$ cat src/rtl/load_unit_pkg.sv
// Shared load/store definitions: funct3 encodings and FSM state encodings.
// The future store unit imports this package as well.
package load_unit_pkg;

    localparam logic [2:0] F3_LB  = 3'd0;
    localparam logic [2:0] F3_LH  = 3'd1;
    localparam logic [2:0] F3_LW  = 3'd2;
    localparam logic [2:0] F3_LBU = 3'd4;
    localparam logic [2:0] F3_LHU = 3'd5;

    typedef enum logic [2:0] {
        ST_IDLE  = 3'd0,
        ST_REQ   = 3'd1,
        ST_WAIT  = 3'd2,
        ST_DONE  = 3'd3,
        ST_FAULT = 3'd4
    } state_t;

    // True when the request can never be issued: bad funct3 or misaligned access.
    function automatic logic load_rejected(input logic [2:0] funct3, input logic [1:0] addr_lo);
        logic rej;
        case (funct3)
            F3_LB, F3_LBU: rej = 1'b0;
            F3_LH, F3_LHU: rej = addr_lo[0];
            F3_LW:         rej = |addr_lo;
            default:       rej = 1'b1;
        endcase
        return rej;
    endfunction

endpackage

$ cat src/rtl/load_unit_align.sv
// Combinational lane extraction and sign/zero extension of a little-endian read word.
module load_align
    import load_unit_pkg::*;
(
    input  logic [31:0] data,
    input  logic [1:0]  lane,
    input  logic [2:0]  funct3,
    output logic [31:0] value
);

    logic [7:0]  byte_lanes [4];
    logic [15:0] half_lanes [2];
    logic [7:0]  byte_sel;
    logic [15:0] half_sel;

    genvar gi;
    generate
        for (gi = 0; gi < 4; gi++) begin : g_byte
            assign byte_lanes[gi] = data[8*gi +: 8];
        end
        for (gi = 0; gi < 2; gi++) begin : g_half
            assign half_lanes[gi] = data[16*gi +: 16];
        end
    endgenerate

    assign byte_sel = byte_lanes[lane];
    assign half_sel = half_lanes[lane[1]];

    always_comb begin
        value = data;
        case (funct3)
            F3_LB:   value = {{24{byte_sel[7]}}, byte_sel};
            F3_LBU:  value = {24'd0, byte_sel};
            F3_LH:   value = {{16{half_sel[15]}}, half_sel};
            F3_LHU:  value = {16'd0, half_sel};
            default: value = data;
        endcase
    end

endmodule

$ cat src/rtl/load_unit.sv
// Load-path stage: one outstanding word-aligned memory read, extracted and extended
// result presented with a single-cycle load_valid pulse (drives the data register enable).
module load_unit
    import load_unit_pkg::*;
#(
    parameter int TIMEOUT_CYCLES = 255,
    parameter int TMO_W          = 8
) (
    input  logic        clock,
    input  logic        reset,
    input  logic        req_valid,
    output logic        req_ready,
    input  logic [31:0] req_addr,
    input  logic [2:0]  req_funct3,
    output logic        mem_req_valid,
    input  logic        mem_req_ready,
    output logic [31:0] mem_addr,
    input  logic        mem_rsp_valid,
    input  logic [31:0] mem_rsp_data,
    output logic [31:0] load_data,
    output logic        load_valid,
    output logic        load_fault,
    output logic        busy
);

    state_t             state_reg, state_next;
    logic [31:0]        addr_reg;
    logic [2:0]         funct3_reg;
    logic [TMO_W-1:0]   cnt_reg;
    logic [31:0]        load_data_reg;
    logic [31:0]        aligned_value;
    logic               timeout_hit;

    load_align u_align (
        .data   (mem_rsp_data),
        .lane   (addr_reg[1:0]),
        .funct3 (funct3_reg),
        .value  (aligned_value)
    );

    // Counter value TIMEOUT_CYCLES-1 means this is the last permitted WAIT cycle.
    assign timeout_hit = (cnt_reg == TMO_W'(TIMEOUT_CYCLES - 1));

    always_ff @(posedge clock or negedge reset) begin
        if (!reset) begin
            state_reg     <= ST_IDLE;
            addr_reg      <= '0;
            funct3_reg    <= '0;
            cnt_reg       <= '0;
            load_data_reg <= '0;
        end else begin
            state_reg <= state_next;
            if (state_reg == ST_IDLE && req_valid) begin
                addr_reg   <= req_addr;
                funct3_reg <= req_funct3;
            end
            if (state_reg == ST_REQ) begin
                cnt_reg <= '0;
            end else if (state_reg == ST_WAIT) begin
                cnt_reg <= cnt_reg + TMO_W'(1);
            end
            if (state_reg == ST_WAIT && mem_rsp_valid) begin
                load_data_reg <= aligned_value;
            end
        end
    end

    always_comb begin
        state_next = state_reg;
        case (state_reg)
            ST_IDLE: begin
                if (req_valid) begin
                    state_next = load_rejected(req_funct3, req_addr[1:0]) ? ST_FAULT : ST_REQ;
                end
            end
            ST_REQ: begin
                if (mem_req_ready) state_next = ST_WAIT;
            end
            ST_WAIT: begin
                // A response arriving on the timeout cycle still completes the load.
                if (mem_rsp_valid)    state_next = ST_DONE;
                else if (timeout_hit) state_next = ST_FAULT;
            end
            ST_DONE:  state_next = ST_IDLE;
            ST_FAULT: state_next = ST_IDLE;
            default:  state_next = ST_IDLE;
        endcase
    end

    assign req_ready     = (state_reg == ST_IDLE);
    assign busy          = (state_reg != ST_IDLE);
    assign mem_req_valid = (state_reg == ST_REQ);
    assign mem_addr      = {addr_reg[31:2], 2'b00};
    assign load_valid    = (state_reg == ST_DONE);
    assign load_fault    = (state_reg == ST_FAULT);
    assign load_data     = load_data_reg;

endmodule

$ cat config.mk
export PLATFORM = sky130hd
export DESIGN_NAME = load_unit
export DESIGN_NICKNAME = d
export VERILOG_FILES = /design/src/rtl/load_unit_pkg.sv /design/src/rtl/load_unit_align.sv /design/src/rtl/load_unit.sv
export SDC_FILE = /design/constraint.sdc
export NUM_CORES = 1
export LEC_CHECK = 0
export CAP_MARGIN = 20
export CORE_MARGIN = 1
export CORE_UTILIZATION = 55
export DETAILED_ROUTE_END_ITERATION = 8
export DONT_BUFFER_PORTS = 1
export GPL_ROUTABILITY_DRIVEN = 0
export PLACE_DENSITY = 0.82
export SLEW_MARGIN = 20
export SYNTH_ARGS = -nofsm -noshare
export SYNTH_HDL_FRONTEND = slang
export SYNTH_SLANG_ARGS = --single-unit
$ cat constraint.sdc
create_clock -name clock -period 4.25 [get_ports clock]
set_input_delay 0.425 -clock clock [delete_from_list [all_inputs] [get_ports clock]]
set_output_delay 0.425 -clock clock [all_outputs]
set_load 0.05 [all_outputs]
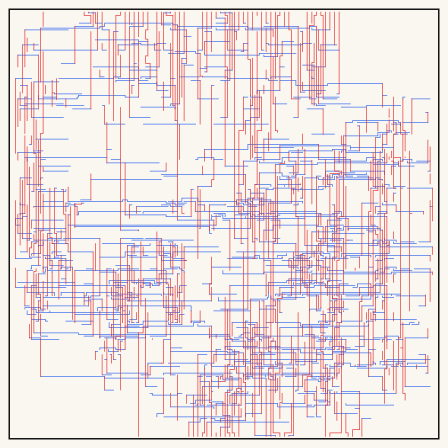
Figure 1: run 1, metal layers overlaid.
Two of the layers only.
| color | layer | wire length |
|---|---|---|
| red | metal 2 | 4,080 um |
| blue | metal 1 | 3,320 um |

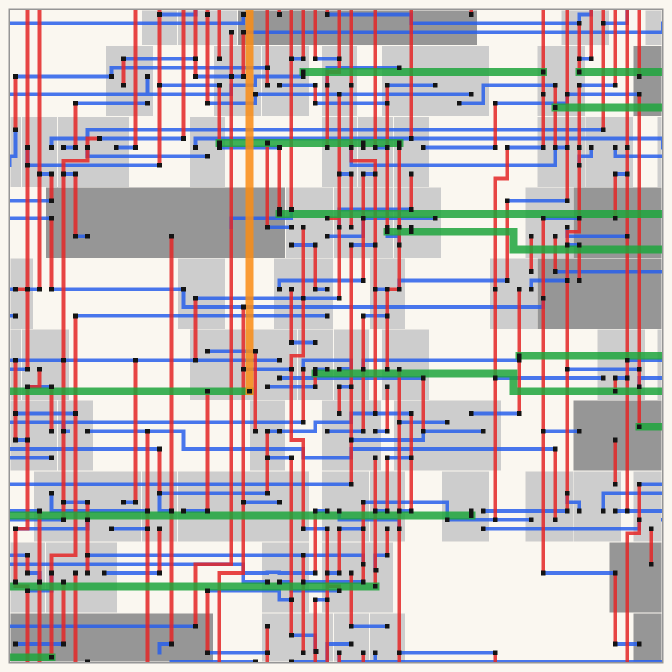
Figure 2: run 1, a small window of the routed layout.
Window x 52 to 77, y 9 to 34 um. Cells in gray, sequential cells in the stronger gray; small squares are vias.
| color | layer |
|---|---|
| orange | metal 4 |
| blue | metal 1 |
| green | metal 3 |
| red | metal 2 |
sequential cells in the window: 3
cells with their middle in the window: 53
most frequent: nand2_1 (16), nand3_1 (10)
netlist names of flops here include: `load_data` (3)

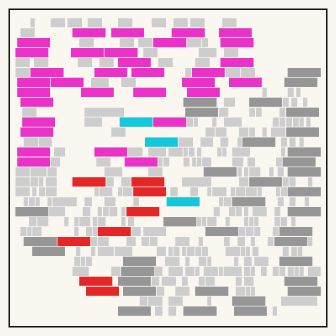
Figure 3: run 1, register map, names as in the netlist.
| color | netlist name | flops |
|---|---|---|
| magenta | `addr_reg` | 32 |
| cyan | `funct3_reg` | 3 |
| red | `cnt_reg` | 8 |
not colored: 35

==> notes.md, run 1 <==
Implementation results are summarized by area below.

Die
The area of the die is ~7500 um^2. The core region is about 6800 um^2. The horizontal die dimension reported for this design is 86.5 um. The floorplan report gives the top-level pin count as 141.

In the floorplan report the effective utilization is 57.4%. The vertical die dimension is 86.5 um. The number of placement rows is 30.

Synthesis
The multiplexer share of the synthesized area is 13.1%. In this run, synthesis produced a sequential element count of 78. Before any placement, the netlist area is recorded as roughly 3900 um^2. The number of cells produced by synthesis is 376. The share of flip-flops with an asynchronous set or reset after synthesis is 100%. The synthesis log from Yosys contains 0 warnings. The unique cell type count in the Yosys netlist is about 45.

The synthesized-area fraction occupied by ao, oa, aoi and oai cells is 9.79%. The dominant kind of combinational cell is simple AND/OR/NAND/NOR gates. The area reported by Yosys stat is 3920 um^2. Yosys mapped a number of flops with a built-in enable equal to 0. The simple-gate share of the synthesized area is between 10% and 20%. The adder and majority gate portion of the synthesized area is less than 1%. The sequential area share after synthesis is between 40% and 50%.

After synthesis, the mean cell area works out to 10.4 um^2. The synth_stat.txt file lists the number of cells as between 300 and 400. The parity-gate share of the synthesized area counting xor and xnor cells is 0.223%. The commonest register cell is dfrtp_1.

Power
The analysis attributes to net switching a power of between 2 and 2.5 mW. Clock network power for this build is roughly 0.55 mW. The share of power burned in registers is 61.9%.

The top contributor to total power is sequential cells. Per report_power, the Combinational row totals slightly above 0.9 mW. The total power is roughly 4 mW. The switching portion of total power is a little over half.

The clock power share is between 10 and 15%. The flow reported a cell area power density of 987 nW/um^2. The internal power component is about 1.8 mW. VDD sags by at most just under 600 uV. The share of total power in combinational logic is about a quarter. The leakage power total is about 1.7 nW. The sequential group power is 2.42 mW.

Global route
The via count of the first global-routing pass came to between 2,000 and 3,000. The first global-routing pass estimated ~13 mm of wire. Recorded from the global router log, the overflow total was 0. Entering global routing, the biggest net connects 79 pins.

The initial antenna violation count is 0. Global routing used a little under a quarter of the available tracks across all layers.

Setup path
The setup slack of the most critical reg-to-reg path is between 1.5 and 2 ns. The data arrival time at the worst-slack endpoint is 2.16 ns. The startpoint identified for the worst register-to-register timing path is addr_reg[1].

The nature of the critical path endpoint is an output port. STA lists the maximum fanout along the critical path as 8. The depth of the most critical reg-to-reg path is 3.

The critical path startpoint category is a register. For the worst setup path, the data required time is about 3.8 ns. The destination of the critical timing path is busy.

The endpoint identified for the worst register-to-register timing path is load_data[9]. For reference, the most critical setup path is categorized as reg -> out. The launch point of the critical path is state_reg[0].

Drt
The total met3 wirelength after detailed routing is 791 um. The wire length on met2 is slightly above 4 mm. The total detailed-routing wirelength is between 8 and 9 mm.

Detailed-route iteration 0 reported a violation count of 123. For this run, design rule violations remaining after detail routing come to 0. The via density per instance is ~6.0.

After detailed routing, the average wire length per cell comes to between 15 and 20 um. The routed layout has roughly 2,700 vias. The first TritonRoute pass finished after 4 iterations. The top metal layer carrying routed signals is met4. Once detail routing completed, the nets flagged for antenna violations numbered 0. The detailed router put a total of 3.32 mm of wire on met1.

Run status
The flow ran to the end, and the final reports show no timing, DRC or antenna violations.

Timing
The post-layout worst setup margin is 1.67 ns. The final hold slack is 0.184 ns. The pin closest to its max-slew limit shows a slew of approximately 1 ns. Setup repair after global routing left no endpoint under its margin. The minimum clock period after layout is around 2.6 ns. The final max-slew violation count is 0. For reference, the final report shows the hold violation count at 0. The relative slew slack is between 30% and 40%. For the final database, setup skew stands at approximately 0.011 ns. The setup violation total in the final timing report is 0. In this build the clock could be raised as far as a little under 400 MHz. The fraction of the cycle the final worst path needs is ~60%. Setup total negative slack on the finished layout was measured at 0 ns.

Clock network
The cell resize tally after clock tree synthesis is 0. Post-CTS timing repair inserted 0 buffers for setup. The insertion delay at the late pin of the worst-skew pair is roughly 0.35 ns. Per the CTS log, the root buffer master is clkbuf_8. The CTS H-tree depth is 3. Counting every sink on the clock net gives between 70 and 80. In this run, CTS created clock tree buffers numbering 9. The clock-pin slew on the worst setup and hold paths is about 0.070 ns. The clock tree from TritonCTS is done. The number of buffers between clock root and the deepest sink is 2.

Final layout
The final-stage net count is approximately 410. Per the layout area report, the combinational gate area comes to 1620 um^2. After routing the design area is roughly 4000 um^2. Across the whole layout, storage elements account for just under 2000 um^2.

The final antenna diode tally reported by the flow is 0. For this run, the share of the core covered by cells in the final layout is 57.9%. Cells with a size suffix above 1 make up a little over a fifth of the layout. Fill cells in the final layout number a little under 600.

The number of standard cells in the layout, taps in and fillers out is between 400 and 500. In this run the layout overhead on the synthesized area is reported as 0.861%.

Worst hold path
Note that the worst hold path type here is in -> reg. The source of the worst hold timing path is mem_req_ready. Looking at the hold checks, the worst path lands on state_reg[0]. The number of instances on the worst hold path is 1.

Place
Once detailed placement completed, the half-perimeter wirelength came to about 6 mm. The number of placed instances, taps included, is between 400 and 500. The area of placed instances is about 3700 um^2. Before CTS, the worst setup slack after placement is between 1.5 and 2 ns. In this run the tool buffered the top-level ports with 0 buffer cells.

Flow run
Summing over the stages, the warning tally comes to 27. The max-capacitance violation count is 0.
## run 1: timing repair
action | 4_1_cts | 5_1_grt
hold buffers | 2 | 0
hold endpoints to repair | 78 | 0
setup endpoints to repair | 0 | 0
## run 1: layout make-up
type | count | share of cell area (%)
timing repair buffer | 4 | 1.33
clock buffer | 9 | 3.13
sequential | 78 | 49.3
multi-input combinational | 241 | 40.9
tap | 96 | 3.04
inverter | 4 | 0.380
clock inverter | 7 | 1.87
## run 1: per-layer routing
metal,GRT usage [%],vias to the layer above
li1,-,1214
met1,29.9,1306
met2,36.6,120
met3,7.71,10
met4,8.64,0
met5,0,-
## run 1: cell usage in the layout, fill, tap and decap left out, types with 3 or more instances in the layout
cell	count
a22oi_1	8
dfrtp_1	78
o31ai_1	3
a31oi_1	7
nand3_1	34
inv_1	4
clkbuf_8	9
nor2_1	11
mux2_2	42
o221a_2	6
nand4_1	3
nor3_1	7
o21ai_0	16
nand2_1	59
nand2b_1	7
## run 1: cells in the mapped netlist, types with 2 or more instances
cell type,instances,share of area (%)
dfrtp_1,78,50
nand2_1,60,5.7
mux2_2,42,12
buf_4,36,6.9
nand3_1,34,4.3
o21ai_0,16,2.0
nor2_1,11,1.1
clkbuf_1,10,0.96
a22oi_1,8,1.5
nor3_1,8,1.0
a31oi_1,7,1.1
nand2b_1,7,1.1
buf_2,6,0.77
o221a_2,6,1.7
inv_1,4,0.38
nand4_1,3,0.48
o31ai_1,3,0.57
a21o_1,2,0.38
a21oi_1,2,0.26
and2_1,2,0.32
ha_1,2,0.64
mux2i_1,2,0.51
nor2b_1,2,0.32
nor3b_1,2,0.38
o211ai_1,2,0.38
o41ai_1,2,0.45
## run 1: worst max-delay path, stage by stage, from the launching register on
cell and delay (ns):
dfrtp_1 0.48, nor3_2 0.83, inv_1 0.50
==> run 2, diff against run 1 <==
- PLACE_DENSITY: 0.82 -> 0.85
- clock period: 4.25 -> 2.3 ns (I/O delays scaled with it)
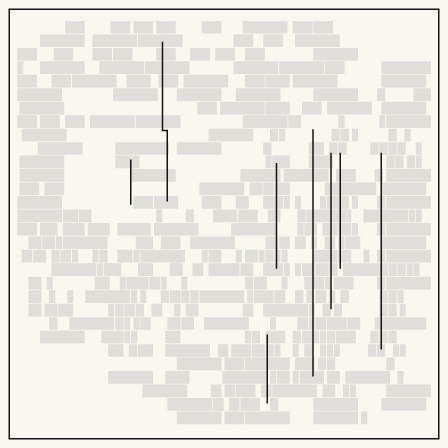
Figure 4: run 2, metal 4.
Cells faint in the background.
main direction: vertical
wire length on this layer: 220 um
longest straight run: 49.6 um

==> notes.md, run 2 <==
Implementation results are summarized by area below.

Global route
The total congestion overflow after global routing is 0 (unchanged). The via count of the first global-routing pass is 2,725 (+6.2%). The global-route wire length before repair is 13.5 mm (+3.2%).

Flow run
The number of warnings the tools reported was 27 (unchanged). The max-capacitance violation count came to 0 (unchanged).

Drt
The first-pass iteration count of the detailed router is 4 (unchanged). The routed length per instance came to 18.9 um (-0.19%). The total detailed-routing wirelength is 8.54 mm (+2.8%). The total DRC errors in the routed layout came to 0 (unchanged). The number of nets still failing antenna checks after routing is 0 (unchanged).

The via density per instance is 5.97 (-1.1%). The total number of vias is 2,698 (+1.8%).

Clock network
The clock-pin slew on the worst setup and hold paths is 0.08 ns (about the same). The root buffer cell is clkbuf_8. The number of clock sinks came to 78 (unchanged). The post-CTS repair timing setup buffer count was 0 (unchanged). The cell resize tally after clock tree synthesis is 0 (unchanged).

The clock buffer count from CTS is 9 (unchanged). The number of hold buffers added after CTS was 3 (+1).

Final layout
The number of multi-input combinational cells came to 241 (unchanged). The share of the core filled with cells in the final layout is 59.5% (+1.6 points). The number of standard cells in the layout, taps in and fillers out is 452 (+3.0%). The layout cell share with drive strength beyond 1 was 24.2% (+2.3 points). The tally of clock buffers in the finished layout is 10 (+1). The library cells used most frequently in the layout, excluding fill and tap cells, are dfrtp_1 (78), nand2_1 (60), mux2_2 (42). The number of signal-net buffers in the layout was 17 (+13).

Per the run report, area growth between synthesis and finish was 3.57%. The area used by sequential logic in the layout came to 1950 um^2 (unchanged). The fraction of area in multi-input gates is 39.8% (-1.1 points).

Per the area breakdown, the dominant cell category is sequential cells. The register fraction of the total cell area came to 48.0% (-1.3 points). The final-stage net count is 425 (+3.2%). The footprint of the multi-input gates is 1620 um^2 (-0.15%). The cell area after layout came to 4060 um^2 (+2.7%). The number of filler cells placed in the layout is 573 (-4.0%). By instance count after routing, the leading logic cell type is dfrtp_1. The share of final layout cell area taken by clock buffers and inverters was 5.08% (+0.085 points).

Synthesis
The total cells reported by yosys after synthesis is 376 (unchanged). The synthesized area per cell is 10.4 um^2 (unchanged). dfrtp_1 takes more of the synthesized area than any other cell. Sorting the synthesized cells by how often they occur yields dfrtp_1 (78), nand2_1 (60), mux2_2 (42), buf_4 (36), nand3_1 (34). The unique cell type count in the Yosys netlist is 45 (unchanged). The post-synth design cell area is 3920 um^2 (unchanged). The register bit count reported by yosys came to 78 (unchanged). The share of flip-flops with an asynchronous set or reset after synthesis was 100% (unchanged). The predominant post-synthesis flop cell is dfrtp_1.

Power
The power per cell area came to 1820 nW/um^2 (+85%). The peak supply drop was 1030 uV (+75%). The leakage power total is 1.80 nW (+3.8%). The total power is 7.40 mW (+89%).

Timing
Setup repair after global routing left no endpoint under its margin. The achievable frequency is 493 MHz. The final max-slew violation count is 0 (unchanged). The final hold slack is 0.0123 ns (-0.172 ns). The fraction of the cycle the final worst path needs is between 80% and 90%. The relative slew slack was 65.9% (+32 points). The setup violation total in the final timing report is 0 (unchanged).

The post-layout worst setup margin is 0.273 ns (-1.39 ns). The final number of hold-violating endpoints is 0 (unchanged). The worst-margin pin slew is 0.511 ns (-0.478 ns).

The sum of negative setup slack was 0 ns (unchanged).

Die
The area inside the core boundary is 6830 um^2 (unchanged). The die width was 86.5 um (unchanged). The starting density of the core is 57.4% (unchanged).

Setup path
The critical path startpoint category is a register. The data arrival time at the worst-slack endpoint is 1.80 ns (-0.36 ns). The required time of the critical path is 2.07 ns (-1.76 ns).

Place
The cell total after placement is 433 (+2.9%). The area of placed instances was 3810 um^2 (+2.4%). The count of input and output buffers is 0 (unchanged).

Worst hold path
The worst min-delay path class is in -> reg.

Run status
The flow ran to the end, and the final reports show no timing, DRC or antenna violations.
[run 2: netlist changes by cell type in the layout (fill, tap and decap cells not counted)]
cell           before  now
dlygate4sd3_1       1    2
clkinv_2            2    1
nand2_1            59   60
buf_4               2   14
clkbuf_8            9   10
nand2_2             1    0
[run 2: worst paths after layout]
| kind | startpoint | endpoint | slack (ns) | cells after the start |
|---|---|---|---|---|
| max in group asynchronous | reset | load_data[0] | 1.57 | 2 |
| setup reg to reg | state_reg[1] | load_data[17] | 0.44 | 4 |
| min in group asynchronous | reset | load_data[18] | 0.42 | 2 |
| hold reg to reg | cnt_reg[3] | cnt_reg[3] | 0.53 | 1 |
| hold / removal | req_funct3[1] | funct3_reg[1] | 0.01 | 2 |
| setup / recovery | state_reg[0] | mem_req_valid | 0.27 | 3 |
[run 2: logic make-up after synthesis]
logic type	after synthesis	synth area share (%)
compound gates	54	9.79
mux	45	13.1
flops	78	49.8
other cells	1	0.0956
fa+ha+maj	2	0.638
xor+xnor	1	0.223
simple gates	137	17.0
buf+inv	58	9.38
[run 2: routing by layer]
| layer | global-route usage, % | share of wire (%) | vias to the layer above | routed length (um) |
|---|---|---|---|---|
| met5 | 0 | 0 | - | 0 |
| met4 | 11.7 | 2.6 | 0 | 219 |
| met3 | 8.48 | 10 | 21 | 865 |
| met2 | 36.2 | 47 | 123 | 4010 |
| met1 | 31.0 | 40 | 1318 | 3450 |
| li1 | - | - | 1236 | - |
[run 2: power breakdown]
part / internal (mW) / switching, mW / total (mW)
combinational: 0.930 / 1.05 / 1.98
clock: 0.536 / 0.525 / 1.06
sequential: 1.95 / 2.41 / 4.36
[run 2: critical path, stage by stage (launching register included)]
cell and delay, ns:
dfrtp_1 0.52, or3b_2 0.56, inv_1 0.15, buf_4 0.22
No activity file was given, so power comes from the tool's default toggle rates.
